$ cat src/rtl/btn_pkg.sv
// Shared types and default timing constants for the push-button conditioner.
// Latency: n/a (declarations only).
// Backpressure: n/a.
package btn_pkg;

  // Debounce FSM states: stable released, counting towards pressed,
  // stable held, counting towards released.
  typedef enum logic [1:0] {
    IDLE         = 2'd0,
    PRESS_WAIT   = 2'd1,
    PRESSED      = 2'd2,
    RELEASE_WAIT = 2'd3
  } btn_state_t;

  // 10 ms and 1 s at a 100 MHz core clock.
  localparam int BTN_DEBOUNCE_CYCLES_DEF = 1_000_000;
  localparam int BTN_LONG_CYCLES_DEF     = 100_000_000;

endpackage

$ cat src/rtl/sync_2ff.sv
// Two-flop synchroniser for one asynchronous level input, synchronous reset.
// Latency: 2 clk edges from d to q.
// Backpressure: none (free-running level path).
module sync_2ff (
  input  logic clk,
  input  logic rst,
  input  logic d,
  output logic q
);

  logic s1;

  // Shift the pad level through two flops to settle metastability.
  always_ff @(posedge clk) begin
    if (rst) begin
      s1 <= 1'b0;
      q  <= 1'b0;
    end else begin
      s1 <= d;
      q  <= s1;
    end
  end

endmodule

$ cat src/rtl/btn_debounce.sv
// Push-button conditioner: 2-flop sync, counter-qualified debounce FSM, press/release
// pulses and (with BTN_DEBOUNCE_LONG_PRESS_EN defined) a long-press pulse.
// Latency: DEBOUNCE_CYCLES+2 edges pad-to-level; no backpressure (outputs are free-running).
module btn_debounce
  import btn_pkg::*;
#(
  parameter int DEBOUNCE_CYCLES = BTN_DEBOUNCE_CYCLES_DEF,
  parameter int LONG_CYCLES     = BTN_LONG_CYCLES_DEF
) (
  input  logic clk,
  input  logic rst,
  input  logic btn_0,
  output logic btn_db,
  output logic btn_press,
  output logic btn_release,
  output logic btn_long
);

  localparam int CW = $clog2(DEBOUNCE_CYCLES + 1);
  localparam logic [CW-1:0] CNT_MAX = CW'(DEBOUNCE_CYCLES);

  logic          s2;
  btn_state_t    state;
  btn_state_t    state_nxt;
  logic [CW-1:0] cnt;
  logic          cnt_clr;
  logic          press_nxt;
  logic          release_nxt;
  logic          in_wait;
  logic          run_done;
  int            run_len;

  sync_2ff u_sync (
    .clk (clk),
    .rst (rst),
    .d   (btn_0),
    .q   (s2)
  );

  assign in_wait = (state == PRESS_WAIT) || (state == RELEASE_WAIT);

  // Length of the current run of s2 at the opposite level, including this edge.
  // The edge that leaves a stable state is the first sample of the run, so a WAIT
  // state has already seen cnt+1 samples and this edge adds one more. This keeps
  // the pad-to-level latency at DEBOUNCE_CYCLES+2 and lets DEBOUNCE_CYCLES=1
  // accept straight from a stable state.
  always_comb begin
    run_len = 1;
    if (in_wait) run_len = int'(cnt) + 2;
  end

  assign run_done = (run_len >= DEBOUNCE_CYCLES);

  // Next-state decode; counter clears on every state change and on bounces.
  always_comb begin
    state_nxt   = state;
    cnt_clr     = 1'b0;
    press_nxt   = 1'b0;
    release_nxt = 1'b0;
    case (state)
      IDLE: begin
        if (s2) begin
          cnt_clr = 1'b1;
          if (run_done) begin
            state_nxt = PRESSED;
            press_nxt = 1'b1;
          end else begin
            state_nxt = PRESS_WAIT;
          end
        end
      end
      PRESS_WAIT: begin
        if (!s2) begin
          state_nxt = IDLE;
          cnt_clr   = 1'b1;
        end else if (run_done) begin
          state_nxt = PRESSED;
          press_nxt = 1'b1;
          cnt_clr   = 1'b1;
        end
      end
      PRESSED: begin
        if (!s2) begin
          cnt_clr = 1'b1;
          if (run_done) begin
            state_nxt   = IDLE;
            release_nxt = 1'b1;
          end else begin
            state_nxt = RELEASE_WAIT;
          end
        end
      end
      RELEASE_WAIT: begin
        if (s2) begin
          state_nxt = PRESSED;
          cnt_clr   = 1'b1;
        end else if (run_done) begin
          state_nxt   = IDLE;
          release_nxt = 1'b1;
          cnt_clr     = 1'b1;
        end
      end
      default: begin
        state_nxt = IDLE;
        cnt_clr   = 1'b1;
      end
    endcase
  end

  // State, saturating stability counter and registered level/event outputs.
  always_ff @(posedge clk) begin
    if (rst) begin
      state       <= IDLE;
      cnt         <= '0;
      btn_db      <= 1'b0;
      btn_press   <= 1'b0;
      btn_release <= 1'b0;
    end else begin
      state       <= state_nxt;
      btn_db      <= (state_nxt == PRESSED) || (state_nxt == RELEASE_WAIT);
      btn_press   <= press_nxt;
      btn_release <= release_nxt;
      if (cnt_clr) begin
        cnt <= '0;
      end else if (in_wait && (cnt != CNT_MAX)) begin
        cnt <= cnt + CW'(1);
      end
    end
  end

`ifdef BTN_DEBOUNCE_LONG_PRESS_EN
  localparam int LW = $clog2(LONG_CYCLES + 1);
  localparam logic [LW-1:0] HOLD_MAX = LW'(LONG_CYCLES);

  logic [LW-1:0] hold_cnt;
  logic          long_hit;

  // Fire on the edge the hold count reaches LONG_CYCLES; a release on that same
  // edge wins so the event pulses stay mutually exclusive.
  assign long_hit = btn_db && !release_nxt && (hold_cnt == LW'(LONG_CYCLES - 1));

  // Count cycles held since btn_db rose; saturation gives one pulse per hold.
  always_ff @(posedge clk) begin
    if (rst) begin
      hold_cnt <= '0;
      btn_long <= 1'b0;
    end else begin
      btn_long <= long_hit;
      if (press_nxt || release_nxt || !btn_db) begin
        hold_cnt <= '0;
      end else if (hold_cnt != HOLD_MAX) begin
        hold_cnt <= hold_cnt + LW'(1);
      end
    end
  end
`else
  // Feature compiled out: LONG_CYCLES is always >= 1, so this is constant 0.
  assign btn_long = (LONG_CYCLES < 0);
`endif

endmodule

$ cat config.mk
export PLATFORM = sky130hd
export DESIGN_NAME = btn_debounce
export DESIGN_NICKNAME = d
export VERILOG_FILES = /design/src/rtl/btn_pkg.sv /design/src/rtl/sync_2ff.sv /design/src/rtl/btn_debounce.sv
export SDC_FILE = /design/constraint.sdc
export NUM_CORES = 1
export LEC_CHECK = 0
export ABC_AREA = 1
export CORE_MARGIN = 4
export CORE_UTILIZATION = 50
export DETAILED_ROUTE_END_ITERATION = 10
export PLACE_DENSITY_LB_ADDON = 0.08
export SYNTH_ARGS = -nofsm -noshare
export SYNTH_HDL_FRONTEND = slang
export SYNTH_HIERARCHICAL = 1
export SYNTH_SLANG_ARGS = --single-unit
$ cat constraint.sdc
create_clock -name clk -period 3.55 [get_ports clk]
set_clock_uncertainty 0.05 [all_clocks]
set_input_delay 0.71 -clock clk [delete_from_list [all_inputs] [get_ports clk]]
set_output_delay 0.71 -clock clk [all_outputs]
set_load 0.02 [all_outputs]
Figure 1. Metal layers overlaid.
Scale bar: 20 um.
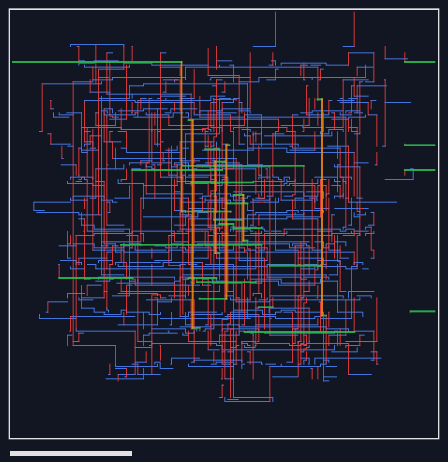
- met3: green (wire length 207 um)
- met1: blue (wire length 2180 um)
- met2: red (wire length 1830 um)
- met4: orange (wire length 141 um)

Figure 2. Layout detail.
Region (20, 20) to (50, 50) um. Cells in gray, sequential cells in the stronger gray; small squares are vias.
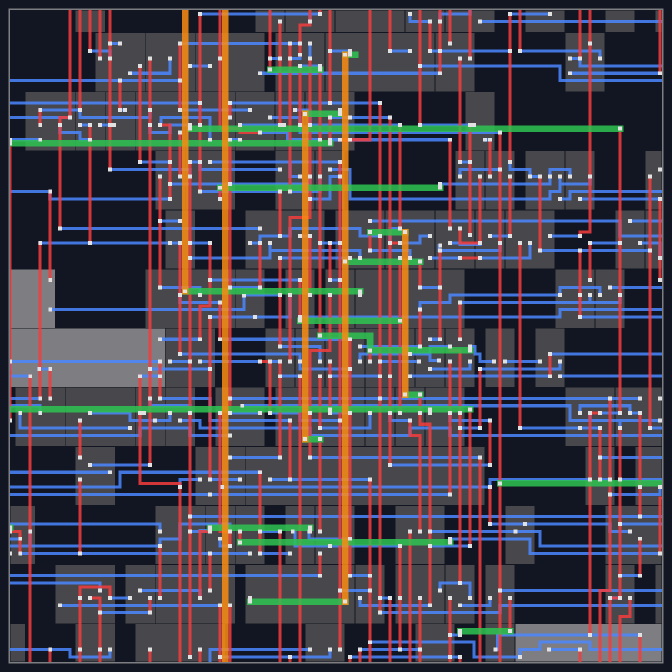
- met1: blue
- met4: orange
- met2: red
- met3: green
- cells with their middle in the window: 90
- sequential cells in the window: 2
- netlist names of flops here include: cnt (2)
- most frequent: nand2_1 (23), nand4_1 (11), nand3_1 (9)

Figure 3. Sizing map.
Scale bar: 20 um.
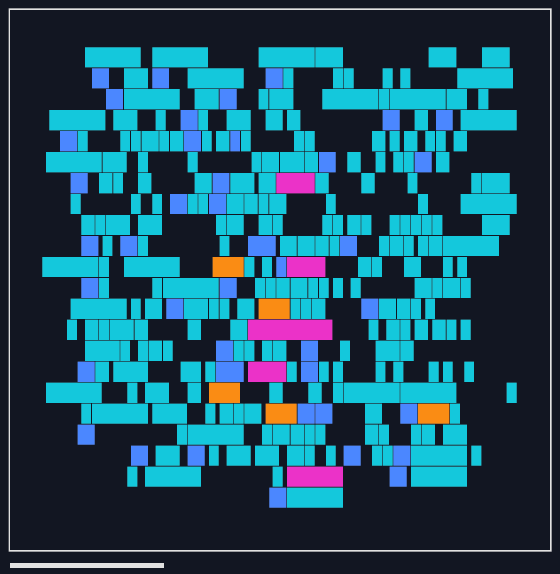
- drive 1 or less: cyan (cells 240; share 82%)
- drive 3 to 4: orange (cells 5; share 1.7%)
- drive 6 and up: magenta (cells 5; share 1.7%)
- drive 2: blue (cells 41; share 14%)

Figure 4. Wires at chosen ports, followed through buffers.
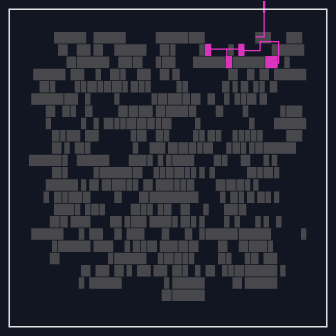
- rst: magenta (direction input; end cells 4; buffers 1; wire 34.4 um)
I/O pin cnt: 7
Port Buffers: 5

==> results.toml <==
# generated from flow reports
[outcome]
status = "finished clean"

[synth]
top_area_cell = "dfxtp_1"
async_flop_share_pct = 0
ys.flops = 26
ys_chip_area_um2 = 1930
yosys-top-cells-area = "dfxtp_1, nand2_1, nor2_2"
yosys_warnings = 6
post_synth_inst_count = 290
ys.flop_type = "dfxtp_1"
edf_count = 0
netlist_top_cells_count = "nand2_1, inv_1, nor2_2"
syn_area_um2 = 1930
ys_seq_share_pct = 27.0
synth.avg_cell_area_um2 = 6.64
yosysTopAreaCellShare_pct = 27.0
yosysMostFrequentCell = "nand2_1"
syn_nets = 296
synth.distinct_cells = 30
ys_cells = 290

[routing]
drt_iter0_drc = 140
drtAntennaViolNets = 0
first_pass_iters = 4
finalWirelength_um = 4360
avgRoutedWirePerCell_um = 12.9
post-route-drc-count = 0
num_vias = 1774
viasPerCell = 5.23

[grt]
globalRouteMet1Util_pct = 28.0
busiest_layer = "met2"
gr-total-overflow = 0
met2_usage_pct = 28.4
grt_max_degree = 21
grt_pass1_wl_um = 7660
antenna_found_initial = 0
use_met3_pct = 2.59
grt_pass1_vias = 1608
grt.total_usage_pct = 19.0

[final_layout]
nNetsFinal = 298
logic_area_um2 = 1200
diodes = 0
regArea_um2 = 520
areaGrowthSynthToFinish_pct = 6.63
fillers = 376
drive_gt1_share_pct = 17.5

[placed_design]
place_congestion = 0.904
dp_hpwl_um = 3370
post-place-ws_ps = 1040

[worst_setup_path]
critical_path.endpoint_type = "register"
reg2reg_to = "cnt[6]$_SDFFE_PP0P_"
worstPathArrival_ps = 2610
ff2ff_setup_slack_ps = 1050
timing.rr.start = "cnt[2]$_SDFFE_PP0P_"
critPathKind = "register to register"
critPathLaunchType = "register"
crit_fanout = 20
reg2reg_depth = 13
cp_data_required_time_ps = 3660

[clock_tree]
clock-sinks = 26
cts_resized = 0
postCtsSetupBuffers = 0
tritoncts = "built"
clkSlewWorstSetupHoldPaths_ps = 100
cts_buffer_depth = 2
root_buffer = "clkbuf_8"
clk_latency_ps = 280
postCtsHoldBufs = 0
htreeDepth = 1
cts_made_buffers = 3

[sta]
period_minus_slack_ps = 2500
setup_viol_count_final = 0
layout_setup_ws_ps = 1050
rsz0062_at_grt = "no"
slew_headroom_pct = 57.6
hold_viol_final = 0
slew_violations = 0
finalClockPeriodUsage_pct = 70.4
max_freq_mhz = 400
worst_pin_slew_ps = 634
final.setup.tns_ps = 0

[die]
fp-utilization_pct = 52.2
die_area_um2 = 4910
die_h_um = 70.1
fp.dieW_um = 70.1
num_rows = 22
design.core.area_um2 = 3690

[worst_hold_path]
hp-class = "register to register"
hold_end = "u_sync/q$_SDFF_PP0_"
holdPathStages = 2
holdCritStartpoint = "u_sync/s1$_SDFF_PP0_"

[power]
leakagePower_nw = 0.773
ir_drop_mv = 0.134
p_per_area_nw_per_um2 = 280
total_power_mw = 0.575

[flow_run]
warning_count = 28
drv_cap = 0
==> cells in the final DEF, fill, tap and decap left out, types with 3 or more instances in the layout <==
cell type / Yosys / final
xor2_1: 16 / 16
a21oi_1: 4 / 4
nor2_4: 4 / 4
nand3_1: 26 / 26
nor3_1: 3 / 3
nand2_1: 63 / 63
nor2_2: 29 / 29
inv_1: 38 / 38
nor2_1: 19 / 19
clkbuf_8: 0 / 3
nand4_1: 21 / 21
nand2_2: 7 / 7
clkdlybuf4s50_1: 0 / 5
dfxtp_1: 26 / 26
ha_1: 3 / 3
o21ai_0: 7 / 7
==> critical path: stages, from the launching register on <==
cell	delay, ps
dfxtp_1	410
ha_1	210
inv_1	70
nor2_4	200
nand3_2	150
nor2_2	130
xor2_1	190
nand3_1	100
nor2_2	150
nand2_2	70
nand2_1	50
nand2_1	50
nand2_2	470
nor2_2	50
==> metal layers <==
layer	up-vias	share of wire, %
li1	927	-
met1	788	50
met2	46	42
met3	13	4.7
met4	0	3.2
met5	-	0
==> sequential cells by signal, indices dropped and copies added, names as in the netlist, named ones only <==
name,cells
btn_press,1
btn_release,1
cnt,20
u_sync/q,1
u_sync/s1,1
==> metrics by stage <==
step | hold slack [ps] | util, % | instance area, um2 | std cells
2_1_floorplan | 338 | - | 1930 | 290
3_3_place_gp | 340 | 53.7 | 1980 | 335
3_5_place_dp | 347 | 53.7 | 1980 | 335
4_1_cts | 362 | 55.7 | 2050 | 339
5_1_grt | 387 | 55.7 | 2050 | 339
6_report | 362 | 55.7 | 2050 | 339
==> how the worst max path moves through the flow <==
stage,from,to,slack [ps],cells after the start
finish,cnt[2]$_SDFFE_PP0P_,cnt[6]$_SDFFE_PP0P_,1050,13
global route,cnt[2]$_SDFFE_PP0P_,cnt[1]$_SDFFE_PP0P_,780,13
CTS,cnt[2]$_SDFFE_PP0P_,cnt[6]$_SDFFE_PP0P_,1030,13
detailed placement,cnt[2]$_SDFFE_PP0P_,cnt[6]$_SDFFE_PP0P_,1040,13
global placement,cnt[2]$_SDFFE_PP0P_,cnt[14]$_SDFFE_PP0P_,1060,13
floorplan,cnt[2]$_SDFFE_PP0P_,cnt[1]$_SDFFE_PP0P_,1590,14
==> logic make-up after synthesis <==
kind of cell	after synthesis	synth area share (%)
xor+xnor	18	8.19
simple gates	180	48.5
buf+inv	49	10.8
other cells	1	0.195
compound gates	13	3.38
fa+ha+maj	3	1.95
flops	26	27.0
==> power breakdown <==
| part | switching (mW) | internal (mW) | total, mW |
|---|---|---|---|
| Combinational | 0.0157 | 0.00573 | 0.0214 |
| Sequential | 0.00214 | 0.294 | 0.296 |
| Clock | 0.106 | 0.151 | 0.258 |
| Total | 0.124 | 0.450 | 0.575 |
==> cell type report <==
cell class,count,area share (%)
multi-input combinational,215,58.3
sequential,26,25.4
inverter,41,7.50
tap,48,2.93
clock inverter,1,1.46
clock buffer,3,2.01
timing repair buffer,5,2.44
Power and IR drop assume default switching activity.
